### src/rtl/rr_arb_8b.sv
// Round-robin arbiter: grants one requester at a time from a rotating priority pointer,
// holding the grant until done, request withdrawal, or watchdog expiry.
module rr_arb_8b #(
  parameter int N       = 8,
  parameter int IDX_W   = 3,
  parameter int TIMEOUT = 1024,
  parameter int CNT_W   = 11
) (
  input  logic             clk_i,
  input  logic             rst_n_i,
  input  logic [N-1:0]     req_i,
  input  logic             done_i,
  output logic [N-1:0]     gnt_o,
  output logic [IDX_W-1:0] gnt_idx_o,
  output logic             gnt_valid_o,
  output logic             timeout_o
);

  typedef enum logic {
    IDLE  = 1'b0,
    GRANT = 1'b1
  } state_t;

  localparam logic [CNT_W-1:0] CNT_LAST = (TIMEOUT == 0) ? {CNT_W{1'b0}} : CNT_W'(TIMEOUT - 1);
  localparam logic [IDX_W-1:0] IDX_LAST = IDX_W'(N - 1);

  state_t           state_q, state_d;
  logic [IDX_W-1:0] ptr_q, ptr_d;
  logic [CNT_W-1:0] cnt_q, cnt_d;
  logic [N-1:0]     gnt_q, gnt_d;
  logic [IDX_W-1:0] gnt_idx_q, gnt_idx_d;
  logic             gnt_valid_q, gnt_valid_d;
  logic             timeout_q, timeout_d;
  logic [IDX_W:0]   win_s;
  logic             owner_req_s;
  logic             wd_hit_s;

  // Scan from ptr upward (mod N); reverse iteration lets the smallest offset win.
  // Result MSB flags that any request was found.
  function automatic logic [IDX_W:0] pick(input logic [N-1:0] req, input logic [IDX_W-1:0] ptr);
    logic [IDX_W:0] res;
    int             idx;
    res = {(IDX_W+1){1'b0}};
    for (int i = N - 1; i >= 0; i--) begin
      idx = (int'(ptr) + i) % N;
      if (req[idx]) begin
        res = {1'b1, IDX_W'(idx)};
      end
    end
    return res;
  endfunction

  always_comb begin
    state_d     = state_q;
    ptr_d       = ptr_q;
    cnt_d       = cnt_q;
    gnt_d       = gnt_q;
    gnt_idx_d   = gnt_idx_q;
    gnt_valid_d = gnt_valid_q;
    timeout_d   = 1'b0;
    win_s       = pick(req_i, ptr_q);
    owner_req_s = req_i[gnt_idx_q];
    wd_hit_s    = (TIMEOUT != 0) && (cnt_q == CNT_LAST);

    case (state_q)
      IDLE: begin
        if (win_s[IDX_W]) begin
          state_d     = GRANT;
          gnt_d       = {{(N-1){1'b0}}, 1'b1} << win_s[IDX_W-1:0];
          gnt_idx_d   = win_s[IDX_W-1:0];
          gnt_valid_d = 1'b1;
          cnt_d       = {CNT_W{1'b0}};
        end else begin
          state_d = IDLE;
        end
      end
      GRANT: begin
        if (done_i || !owner_req_s || wd_hit_s) begin
          // Watchdog pulse only when it is the deciding release cause.
          timeout_d   = !done_i && owner_req_s;
          state_d     = IDLE;
          gnt_d       = {N{1'b0}};
          gnt_idx_d   = {IDX_W{1'b0}};
          gnt_valid_d = 1'b0;
          ptr_d       = (gnt_idx_q == IDX_LAST) ? {IDX_W{1'b0}} : gnt_idx_q + IDX_W'(1);
        end else begin
          cnt_d = (cnt_q == {CNT_W{1'b1}}) ? cnt_q : cnt_q + CNT_W'(1);
        end
      end
      default: begin
        state_d     = IDLE;
        gnt_d       = {N{1'b0}};
        gnt_idx_d   = {IDX_W{1'b0}};
        gnt_valid_d = 1'b0;
      end
    endcase
  end

  always_ff @(posedge clk_i) begin
    if (!rst_n_i) begin
      state_q     <= IDLE;
      ptr_q       <= {IDX_W{1'b0}};
      cnt_q       <= {CNT_W{1'b0}};
      gnt_q       <= {N{1'b0}};
      gnt_idx_q   <= {IDX_W{1'b0}};
      gnt_valid_q <= 1'b0;
      timeout_q   <= 1'b0;
    end else begin
      state_q     <= state_d;
      ptr_q       <= ptr_d;
      cnt_q       <= cnt_d;
      gnt_q       <= gnt_d;
      gnt_idx_q   <= gnt_idx_d;
      gnt_valid_q <= gnt_valid_d;
      timeout_q   <= timeout_d;
    end
  end

  assign gnt_o       = gnt_q;
  assign gnt_idx_o   = gnt_idx_q;
  assign gnt_valid_o = gnt_valid_q;
  assign timeout_o   = timeout_q;

endmodule

### config.mk
export PLATFORM = sky130hd
export DESIGN_NAME = rr_arb_8b
export DESIGN_NICKNAME = d
export VERILOG_FILES = /design/src/rtl/rr_arb_8b.sv
export SDC_FILE = /design/constraint.sdc
export NUM_CORES = 1
export LEC_CHECK = 0
export CORE_UTILIZATION = 57
export DETAILED_ROUTE_END_ITERATION = 7
export PLACE_DENSITY = 0.86
export SLEW_MARGIN = 25
export SYNTH_ARGS = -nofsm -noshare
export SYNTH_HDL_FRONTEND = slang
export SYNTH_SLANG_ARGS = --single-unit
### constraint.sdc
create_clock -name clk_i -period 9.85 [get_ports clk_i]
set_clock_uncertainty 0.1 [all_clocks]
set_input_delay 0.985 -clock clk_i [delete_from_list [all_inputs] [get_ports clk_i]]
set_output_delay 0.985 -clock clk_i [all_outputs]
set_load 0.01 [all_outputs]
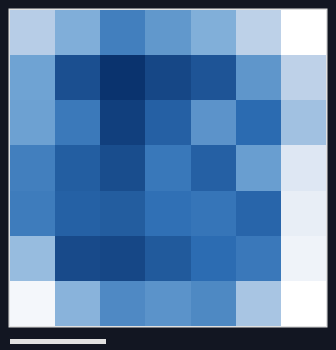
**Above:** placement density heat map.
Scale bar: 20 um. The die is cut into 7 by 7 equal tiles; white is low, dark blue is high, 0 to 100% covered.
35% of the tiles are over 75% full. The fullest tile reaches 99%. 4.1% of the tiles are nearly empty. The mean over all tiles is 59%.

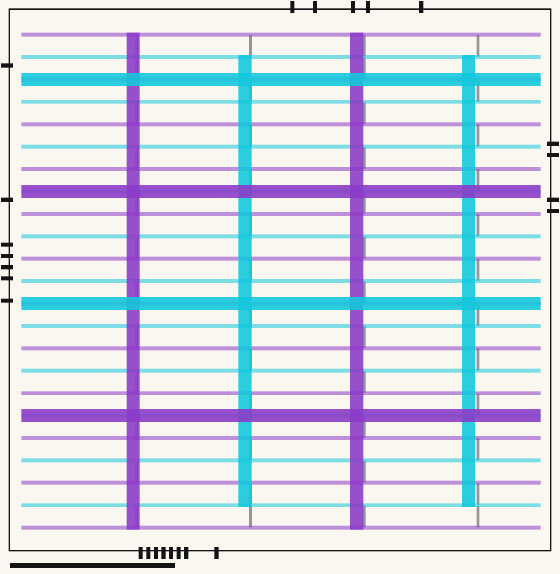
**Above:** power grid.
Scale bar: 20 um. Pins as bars on the die edge. Tap cells in gray.
Cyan marks VDD. Purple marks VSS.
48 tap cells. The core has 22 rows. 4 straps on met4.

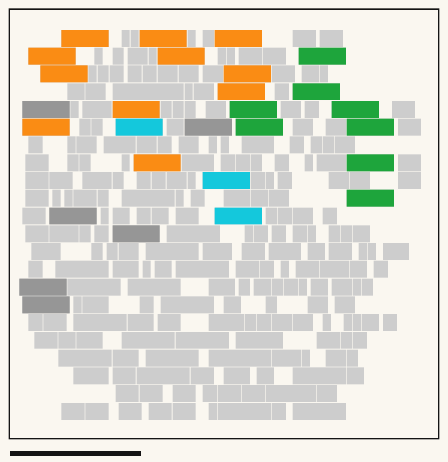
**Above:** sequential cells grouped by signal name.
Scale bar: 20 um. Other sequential cells in the stronger gray, the rest of the logic in the fainter gray.
Green marks gnt_o, flops 8, where north-east. Orange marks cnt_q, flops 11. Cyan marks gnt_idx_o, flops 3.
fraction of the core area covered by cells at the end of the flow: 0.692
total sequential power: 134 uW
Sequential Area: 561 um^2
sequential share of cell area: 0.215

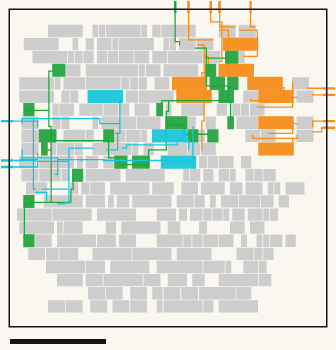
**Above:** I/O nets highlighted.
Scale bar: 20 um.
Cyan marks gnt_idx_o, bits 3, direction output, end cells 3, buffers 3, wire 177 um. Green marks rst_n_i, bits 1, direction input, end cells 21, buffers 1, wire 166 um. Orange marks gnt_o, bits 8, direction output, end cells 8, buffers 8, wire 154 um.
I/O pin count: 24
total of buffers placed on input and output ports: 23

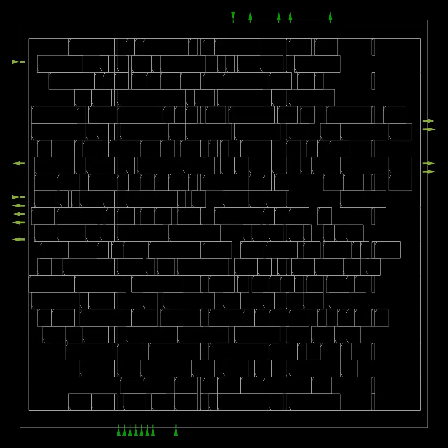
**Above:** placed standard cells.
core area: 3770 um^2
tally of filler cells in the layout: 282
count of standard-cell rows: 22
tap cell instance count: 48
count of non-filler cells in the finished layout: 299

==> summary.rpt <==
RUN METRICS
----------------------------------------------------
[Global route]
  Vias in the first global route ........................ 1881
  Global-route usage over all layers ........................ 0.263
  Met3 routing resource usage after global routing ........................ 0.0451

[Critical path]
  Number of buffer and inverter instances along the worst setup path ........................ 2
  Reg-to-reg slack, setup ........................ 6.01 ns
  Delay-heaviest family, CP ........................ adder cells
  Critical Setup Path Class ........................ flop to flop
  Critical path launch point ........................ ptr_q[0]

[Logic synthesis]
  Cell area after synthesis ........................ 2300 um^2
  Most frequent cells after synthesis ........................ 28 x sky130_fd_sc_hd__dfxtp_1, 17 x sky130_fd_sc_hd__mux4_2, 16 x sky130_fd_sc_hd__nand2_1
  Dominant cell type by area after synthesis ........................ sky130_fd_sc_hd__dfxtp_1
  Dominant comb cell ........................ multiplexers
  Top cell type's share of synthesized area ........................ 0.243
  Most area-consuming cells after synthesis ........................ sky130_fd_sc_hd__dfxtp_1 24%, sky130_fd_sc_hd__mux4_2 17%, sky130_fd_sc_hd__mux2i_1 4.3%, sky130_fd_sc_hd__ha_1 2.7%, sky130_fd_sc_hd__nor2b_1 2.7%
  Most frequently used flop master after synthesis ........................ sky130_fd_sc_hd__dfxtp_1
  Flip-flop and latch count after synthesis ........................ 28
  Mux share ........................ 0.279
  Most used standard cell by instance count after synthesis ........................ sky130_fd_sc_hd__dfxtp_1
  Post-Syn Instances ........................ 236

[Pwr]
  Leak pwr ........................ 0.928 nW

[CTS]
  Hold bufs inserted after CTS ........................ 0
  Clock Tree Root ........................ sky130_fd_sc_hd__clkbuf_8
  Worst-case clock buffer depth ........................ 2
  Number of clock sinks ........................ 28

[Routing]
  Amount of wire on met3 after detailed routing ........................ 313 um
  Count of vias placed by the detailed router ........................ 1992
  DR pass1 iterations ........................ 4
  Ratio of routed vias to standard cells ........................ 6.66
  Detail-routed net length per standard cell ........................ 17.1 um

[Place]
  DP Area ........................ 2540 um^2

[Cells and area]
  Comb_multi_in ........................ 189
  Layout cells sized above 1 ........................ 0.151
  Plain + repair buffers ........................ 25
  Count of inverters other than clock inverters in the layout ........................ 5
  Cell group occupying the most layout area ........................ combinational gates

[Outcome]
  Outcome ........................ finished, final reports clean

[Min path]
  Hold/Removal Path Class ........................ flop to flop
  Min-delay src ........................ gnt_o[4]

[Timing]
  Worst-margin pin slew ........................ 0.869 ns

----------------------------------------------------
metrics by stage:
stage | setup WS, ns | utilization | hold slack (ns) | instances
floorplan | 6.75 | - | 0.348 | 236
global placement | 6.09 | 0.673 | 0.340 | 295
global route | 5.68 | 0.692 | 0.403 | 299
detailed placement | 6.00 | 0.673 | 0.345 | 295
CTS | 6.00 | 0.692 | 0.358 | 299
finish | 6.01 | 0.692 | 0.354 | 299
state kept, by name, summed over array words and instances (netlist names):
signal,count
gnt_o,8
gnt_idx_o,3
cnt_q,11
gnt_valid_o,1
timeout_o,1
ptr_q,3
state_q,1
power by group:
part           internal [mW]  switching, mW
registers              0.123         0.0104
clock network         0.0544         0.0350
logic                  0.108          0.116
total                  0.286          0.161
Power figures rest on the tool's default switching activity, not on a simulated workload.
